==> src/rtl/activation_cache_lookup_ctrl.sv <==
// Tag/valid store and lookup/refill controller for the 5-way set-associative activation cache.
// Data arrays live outside; this block drives their index, write enables and refill data.
module activation_cache_lookup_ctrl #(
    parameter int unsigned NWAYS      = 5,
    parameter int unsigned WORD_SIZE  = 16,
    parameter int unsigned INDEX_SIZE = 4,
    parameter int unsigned TAG_SIZE   = 8
) (
    input  logic                           clk,
    input  logic                           rst_n,
    input  logic                           req_valid,
    output logic                           req_ready,
    input  logic [TAG_SIZE+INDEX_SIZE-1:0] req_addr,
    input  logic                           flush,
    output logic                           resp_valid,
    output logic                           resp_hit,
    output logic [$clog2(NWAYS)-1:0]       valid_way,
    output logic                           sel_enable,
    output logic [INDEX_SIZE-1:0]          way_index,
    output logic [NWAYS-1:0]               way_we,
    output logic [WORD_SIZE-1:0]           way_wdata,
    output logic                           mem_req_valid,
    input  logic                           mem_req_ready,
    output logic [TAG_SIZE+INDEX_SIZE-1:0] mem_req_addr,
    input  logic                           mem_rsp_valid,
    input  logic [WORD_SIZE-1:0]           mem_rsp_data
);

    localparam int unsigned AddrW = TAG_SIZE + INDEX_SIZE;
    localparam int unsigned WayW  = $clog2(NWAYS);
    localparam int unsigned NSets = 1 << INDEX_SIZE;

    typedef enum logic [2:0] {
        StIdle, StLookup, StMissReq, StMissWait, StFill, StRespond
    } state_e;

    state_e                 state_q, state_d;
    logic [AddrW-1:0]       addr_q;
    logic [WORD_SIZE-1:0]   data_q;
    logic [WayW-1:0]        way_q;
    logic                   hit_q;
    logic [NSets-1:0]       valid_q [NWAYS];
    logic [WayW-1:0]        rr_q    [NSets];
    logic [TAG_SIZE-1:0]    tag_q   [NWAYS][NSets];

    logic [INDEX_SIZE-1:0]  idx;
    logic [TAG_SIZE-1:0]    tag;
    logic [WayW-1:0]        victim;
    logic                   lookup_hit;
    logic [WayW-1:0]        lookup_way;
    logic                   accept;
    logic                   do_flush;
    logic                   do_fill;
    logic                   capture;

    assign idx          = addr_q[INDEX_SIZE-1:0];
    assign tag          = addr_q[AddrW-1:INDEX_SIZE];
    assign victim       = rr_q[idx];
    assign way_index    = idx;
    assign mem_req_addr = addr_q;
    assign way_wdata    = data_q;

    // Scan downwards so the lowest matching way is the one that sticks.
    always_comb begin
        lookup_hit = 1'b0;
        lookup_way = '0;
        for (int w = NWAYS - 1; w >= 0; w--) begin
            if (valid_q[w][idx] && tag_q[w][idx] == tag) begin
                lookup_hit = 1'b1;
                lookup_way = WayW'(w);
            end
        end
    end

    always_comb begin
        state_d       = state_q;
        req_ready     = 1'b0;
        resp_valid    = 1'b0;
        resp_hit      = 1'b0;
        valid_way     = '0;
        sel_enable    = 1'b0;
        way_we        = '0;
        mem_req_valid = 1'b0;
        accept        = 1'b0;
        do_flush      = 1'b0;
        do_fill       = 1'b0;
        capture       = 1'b0;
        case (state_q)
            StIdle: begin
                if (flush) begin
                    do_flush = 1'b1;
                end else begin
                    req_ready = 1'b1;
                    if (req_valid) begin
                        accept  = 1'b1;
                        state_d = StLookup;
                    end
                end
            end
            StLookup: state_d = lookup_hit ? StRespond : StMissReq;
            StMissReq: begin
                mem_req_valid = 1'b1;
                if (mem_req_ready) state_d = StMissWait;
            end
            StMissWait: begin
                if (mem_rsp_valid) begin
                    capture = 1'b1;
                    state_d = StFill;
                end
            end
            StFill: begin
                do_fill        = 1'b1;
                way_we[victim] = 1'b1;
                state_d        = StRespond;
            end
            StRespond: begin
                resp_valid = 1'b1;
                resp_hit   = hit_q;
                valid_way  = way_q;
                sel_enable = 1'b1;
                state_d    = StIdle;
            end
            default: state_d = StIdle;
        endcase
    end

    always_ff @(posedge clk or negedge rst_n) begin
        if (!rst_n) begin
            state_q <= StIdle;
            addr_q  <= '0;
            data_q  <= '0;
            way_q   <= '0;
            hit_q   <= 1'b0;
            valid_q <= '{default: '0};
            rr_q    <= '{default: '0};
        end else begin
            state_q <= state_d;
            if (accept) addr_q <= req_addr;
            if (capture) data_q <= mem_rsp_data;
            if (state_q == StLookup) begin
                hit_q <= lookup_hit;
                way_q <= lookup_way;
            end
            if (do_flush) valid_q <= '{default: '0};
            if (do_fill) begin
                valid_q[victim][idx] <= 1'b1;
                rr_q[idx]            <= (victim == WayW'(NWAYS - 1)) ? '0 : victim + 1'b1;
                way_q                <= victim;
            end
        end
    end

    // Tag contents are meaningless until the matching valid bit is set, so no reset.
    always_ff @(posedge clk) begin
        if (do_fill) tag_q[victim][idx] <= tag;
    end

endmodule

==> config.mk <==
export PLATFORM = sky130hd
export DESIGN_NAME = activation_cache_lookup_ctrl
export DESIGN_NICKNAME = d
export VERILOG_FILES = /design/src/rtl/activation_cache_lookup_ctrl.sv
export SDC_FILE = /design/constraint.sdc
export NUM_CORES = 1
export LEC_CHECK = 0
export ABC_CLOCK_PERIOD_IN_PS = 5900
export CORE_MARGIN = 3
export CORE_UTILIZATION = 35
export CTS_CLUSTER_SIZE = 10
export DETAILED_ROUTE_END_ITERATION = 12
export PLACE_DENSITY = 0.49
export SLEW_MARGIN = 10
export SYNTH_ARGS = -nofsm -noshare
export SYNTH_HDL_FRONTEND = slang
export SYNTH_SLANG_ARGS = --single-unit
export TNS_END_PERCENT = 10
==> constraint.sdc <==
create_clock -name clk -period 5.9 [get_ports clk]
set_input_delay 1.18 -clock clk [delete_from_list [all_inputs] [get_ports clk]]
set_output_delay 1.18 -clock clk [all_outputs]
set_load 0.03 [all_outputs]
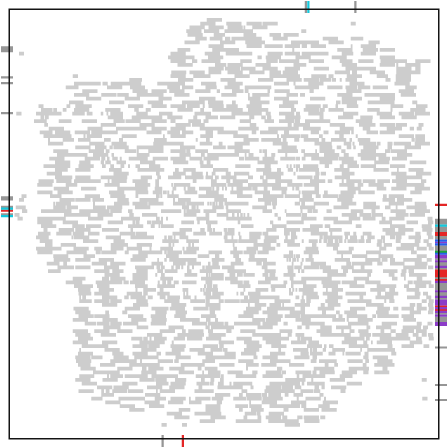
Run 1: I/O pins on the die edge
Pins as bars across the die edge, other pins in grey.
`mem_rsp_data`: in purple, pins 16, direction input, edge right. `req_addr`: in red, pins 12, direction input, edge 10 right, 1 bottom, 1 left. `valid_way`: in blue, pins 3, direction output, edge right. `mem_req_valid`: in green, pins 1, direction output, edge right. `way_index`: in cyan, pins 4, direction output, edge 2 left, 1 right, 1 top.
All pins by edge: 61 right, 13 left, 3 top, 2 bottom.

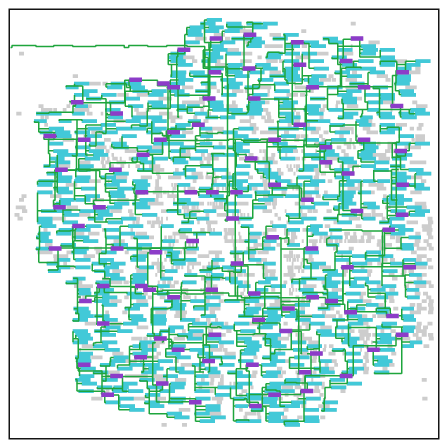
Run 1: clock distribution
cells driving clock nets: in purple, count 93. flip-flops: in cyan, count 803. clock wires: in green, length 10200 um.
There are 94 routed clock nets.

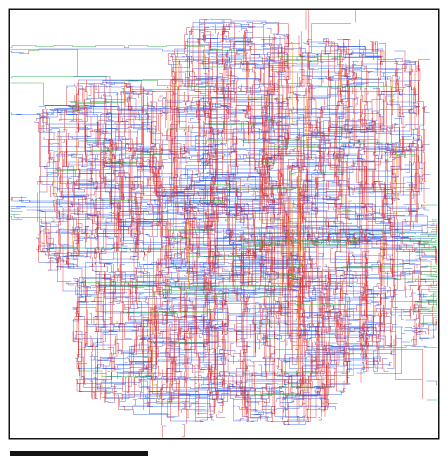
Run 1: routed metal, one colour a layer
Scale bar: 100 um.
met2: in red, wire length 38.2 mm. met1: in blue, wire length 38.7 mm. met3: in green, wire length 4280 um. met4: in orange, wire length 1630 um.

==> results.tsv, run 1 <==
metric	value	unit
status	finished, final reports clean	
reg_top3	tag_q x640, valid_q x80, rr_q x48	
p_leak	0.0137	uW
endpoint	way_we[2]	
p_per_area	476	nW/um2
rr_endpoint	state_q[1]	
end_kind	output pin	
flop_cell	edfxtp_1	
crit_fanout	30	
post_cts_buffers	0	
design_area	37600	um2
simple_gate_area_share	3.45	%
p_comb_share	27.9	%
cts-resized-gates	0	
final_cells	3206	
top_layer_used	met4	
holdBufCountCts	0	
fin_nets	1933	
pg_comb	4990	uW
dpl_worst_slack	0.951	ns
clockPowerShare	29.4	%
setup_ws	0.293	ns
hold_path_end	valid_q[10]	
yosys-top-cells-count	640 x edfxtp_1, 163 x dfrtp_1, 155 x mux4_2	
p_sw	5790	uW
totalWireLength	82800	um
-- run 1: worst max-delay path: cells and delay by family (launching register included) --
family | cells | cell delay [ns]
and+or+nand+nor | 2 | 0.82
muxes | 2 | 1.20
DFF | 1 | 0.79
buffers and inverters | 2 | 0.91
-- run 1: routing by layer --
layer	vias up	GRT usage, %
met5	-	0
met2	427	27.1
met4	0	4.53
li1	7249	-
met1	8972	25.2
met3	120	3.40
-- run 1: area by class of cell --
| type | instances | share of cell area [%] |
|---|---|---|
| Antenna cell | 1 | 0.00666 |
| Timing Repair Buffer | 162 | 3.79 |
| Sequential cell | 803 | 62.1 |
| Clock inverter | 14 | 0.420 |
| Inverter | 5 | 0.0500 |
| Tap cell | 1232 | 4.10 |
| Multi-Input combinational cell | 832 | 22.6 |
| Clock buffer | 157 | 6.91 |
Run 1, wires at chosen ports, followed through buffers:
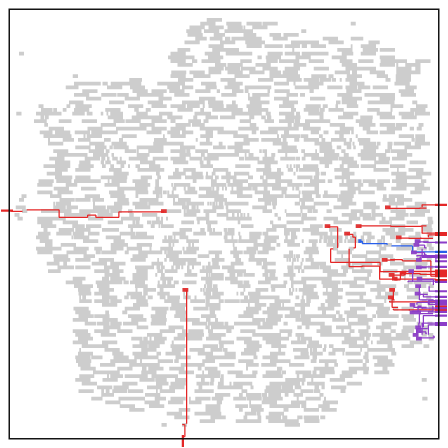

--- run 2 (diff from run 1) ---
--- a/config.mk
+++ b/config.mk
@@ -11,5 +11,7 @@
 export CTS_CLUSTER_SIZE = 10
 export DETAILED_ROUTE_END_ITERATION = 12
+export GPL_ROUTABILITY_DRIVEN = 1
 export PLACE_DENSITY = 0.49
+export REMOVE_ABC_BUFFERS = 1
 export SLEW_MARGIN = 10
 export SYNTH_ARGS = -nofsm -noshare
==> constraint.sdc (replaced) <==
create_clock -name clk -period 5.9 [get_ports clk]
set_input_delay 0.59 -clock clk [delete_from_list [all_inputs] [get_ports clk]]
set_output_delay 0.59 -clock clk [all_outputs]
set_load 0.03 [all_outputs]
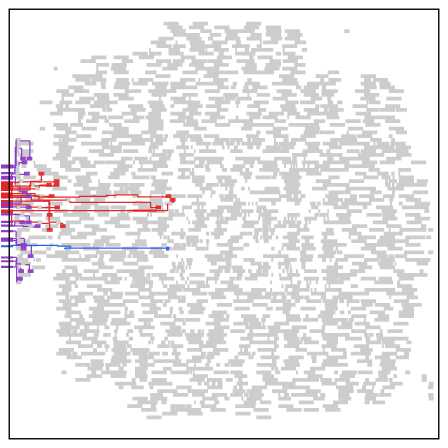
Run 2: wires at chosen ports, followed through buffers
`req_addr`: in red, direction input, end cells 12, wire 663 um. `mem_req_valid`: in blue, direction output, end cells 1, wire 123 um. `mem_rsp_data`: in purple, direction input, end cells 16, wire 280 um.

==> run 2 against run 1 <==
Against the previous run: total power grew 1.4%; sequential power is essentially flat; non-clock buffer count is 48 lower; core utilization down 0.27 points; clock power rose by 3%; worst hold slack worse by 0.0013 ns; maximum frequency grew 4.7%; cell count shrank 1.4%; critical path depth unchanged; design area shrank 0.64%; via count fell by 0.76%; critical endpoint is now way_we[1].
==> results.tsv, run 2 <==
metric	value	unit
cpPeakStageDelay	0.97	ns
grtUsageMet1	25.4	%
arrival	4.77	ns
path_buffers	1	
top_layer_used	met5	
setup_ws	0.545	ns
cts-resized-gates	0	
status	finished, final reports clean	
yosys-top-cells-count	640 x edfxtp_1, 163 x dfrtp_1, 155 x mux4_2	
rr_endpoint	state_q[1]	
endpoint	way_we[1]	
p_leak	0.0135	uW
grtUsageMet2	27.6	%
p_per_area	486	nW/um2
antenna_found_initial	2	
finalPower	18100	uW
flop_cell	edfxtp_1	
simple_gate_area_share	3.45	%
use_met3	2.97	%
critPathTopFamily	multiplexers	
vias	16600	
design_area	37300	um2
cp.depth	6	
worst_clock_skew	0.0221	ns
final_cells	3162	
die_w	310	um
reg_top3	tag_q x640, valid_q x80, rr_q x48	
area_delta_synth_final	15.1	%
busiest_layer	met2	
drc_errors	0	
avgRoutedWirePerCell	26.3	um
rows	110	
end_kind	output pin	
hold_path_end	valid_q[8]	
totalWireLength	83200	um
dpl_worst_slack	1.27	ns
crit_chain	mux4_2, mux4_2, nor2_1, nand2_1, nor2_1, clkdlybuf4s50_1	
fin_nets	1886	
holdBufCountCts	1	
crit_fanout	45	
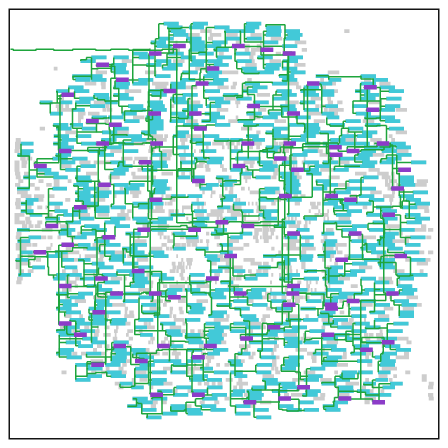
Run 2: clock distribution
cells driving clock nets: in purple, count 94. flip-flops: in cyan, count 803. clock wires: in green, length 10500 um.
Position of the flops: widely spread. There are 95 routed clock nets.

[run 2: cell counts after synthesis]
Identical to the previous run, type by type.
[run 2: cells by family (layout without fill, tap and decap cells)]
family	after synthesis	after routing
flip-flops	803	803
multiplexers	328	328
AND/OR/NAND/NOR	245	245
AND-OR/OR-AND	217	217
buffers and inverters	105	294
XOR/XNOR	40	40
adder cells (fa/ha/maj)	2	2
other	0	1
[run 2: area by class of cell]
cell class	count	area (um2)
diodes	1	2.50
multi-input cells	832	8480
flip-flops and latches	803	23300
well taps	1232	1540
clock inverters	9	86.3
repair buffers	114	1090
clock buffers	166	2770
fillers	8190	53600
inverters	5	18.8
[run 2: where the power goes]
group	switching, uW	internal, uW
combinational	2920	2120
clock	2230	3200
sequential	715	6960
total	5870	12300
Run 2, routed metal, one colour a layer:
Scale bar: 100 um.
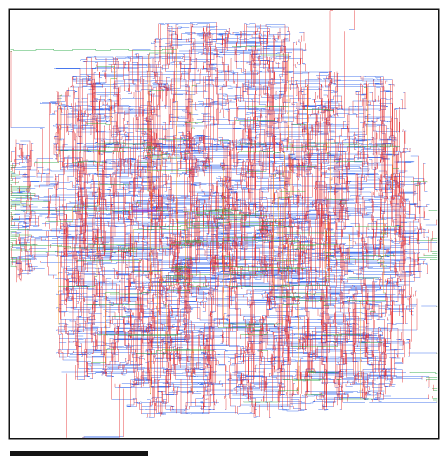

--- run 3 (diff from run 2) ---
CORE_UTILIZATION = 65   (was 35)
PLACE_DENSITY = 0.82   (was 0.49)
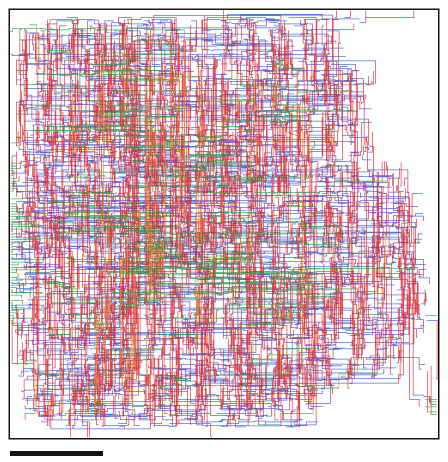
Run 3: routed metal, one colour a layer
Scale bar: 50 um.
met1: in blue, wire length 28.2 mm. met2: in red, wire length 36.8 mm. met4: in orange, wire length 2470 um. met3: in green, wire length 6940 um.

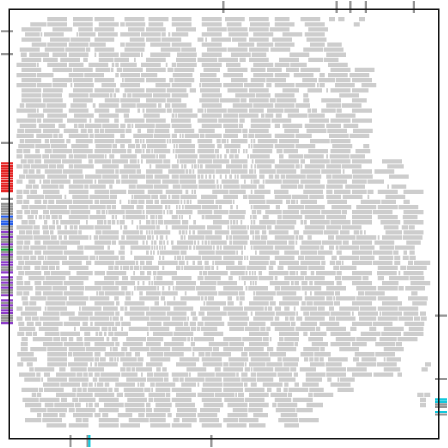
Run 3: I/O pins on the die edge
Pins as bars across the die edge, other pins in grey.
Die X: 229 um
I/O Buffers: 78
Die Y: 229 um

==> run 3 against run 2 <==
Against the previous run: cell count is 19% lower; non-clock buffer count is the same; design area shrank 2.8%; sequential power fell by 1%; synthesized cell count unchanged; core utilization is 33 points higher; routed wire length is 11% lower; register-to-register slack worse by 0.04 ns; die size decreased by 45%; clock skew fell by 0.0058 ns.
==> results.tsv, run 3 <==
metric	value	unit
crit_chain	mux4_2, mux4_2, nor2_1, nand2_1, nor2_1, clkdlybuf4s50_1	
area_delta_synth_final	12.0	%
vias	17500	
warnings	26	
p_per_area	483	nW/um2
design_area	36300	um2
final_cells	2576	
arrival	4.49	ns
antenna_found_initial	0	
cts-resized-gates	0	
sequentialPowerShare	43.3	%
path_buffers	1	
simple_gate_area_share	3.45	%
yosys-top-cells-count	640 x edfxtp_1, 163 x dfrtp_1, 155 x mux4_2	
flop_cell	edfxtp_1	
fin_nets	1882	
rr_endpoint	state_q[1]	
end_kind	output pin	
p_seq	7580	uW
worst_clock_skew	0.0163	ns
power_switching_share	31.9	%
drc_errors	0	
setup_ws	0.824	ns
dpl_worst_slack	1.50	ns
status	finished, final reports clean	
finalPower	17500	uW
p_int	11900	uW
critPathTopFamily	multiplexers	
p_comb_share	28.4	%
crit_fanout	43	
r2r_cells	9	
avgRoutedWirePerCell	28.9	um
cpPeakStageDelay	0.93	ns
pg_comb	4970	uW
power_clock	4970	uW
rows	81	
p_leak	0.0133	uW
reg_top3	tag_q x640, valid_q x80, rr_q x48	
top_power_group	registers	
run 3: cell families (layout without fill, tap and decap cells):
group                    after synthesis  after routing
flip-flops                           803            803
buffers and inverters                105            277
adder cells (fa/ha/maj)                2              2
AND-OR/OR-AND                        217            217
XOR/XNOR                              40             40
AND/OR/NAND/NOR                      245            245
multiplexers                         328            328
run 3: cell type report:
cell class	instances	area, um2
clock buffer	153	2500
clock inverter	5	73.8
fill	2707	12900
inverter	5	18.8
multi-input combinational	832	8480
sequential	803	23300
tap	664	831
timing repair buffer	114	1080
run 3: per-layer routing:
metal  track usage, %  part of all wire, %  vias up
li1                 -                    -     7132
met1             40.6                   38     9108
met2             46.3                   49     1056
met4             11.1                  3.3        0
met3             5.88                  9.3      195
met5                0                    0        -

==> layout pictures side by side <==
Placement view.
picture 1
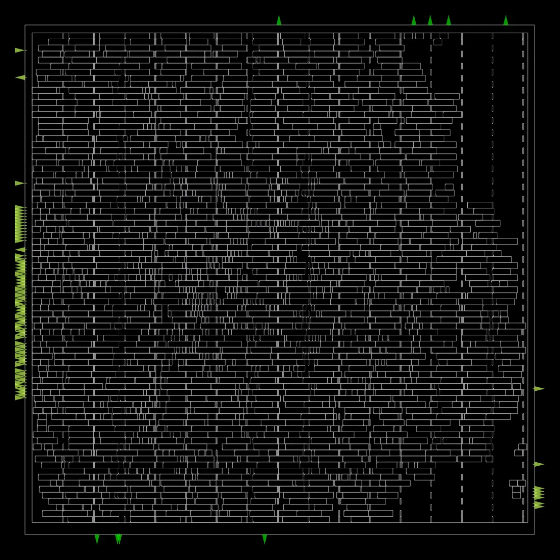
picture 2
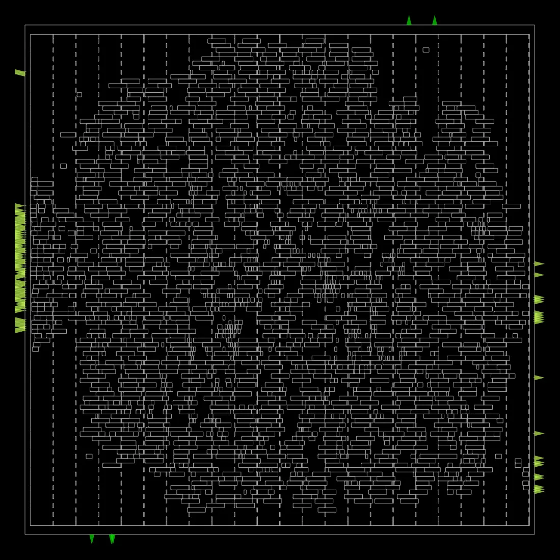
picture 3
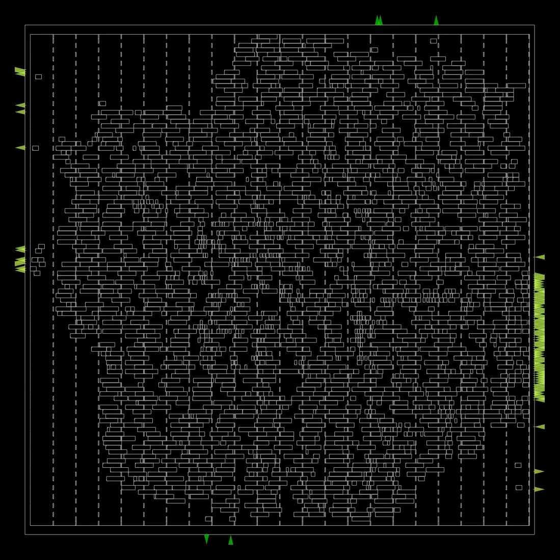
Of these, fewest cells: picture 1
Run 2 is picture 2.
Run 1 is picture 3.
Run 3 is picture 1.

Power is estimated from default activity; no workload was simulated.
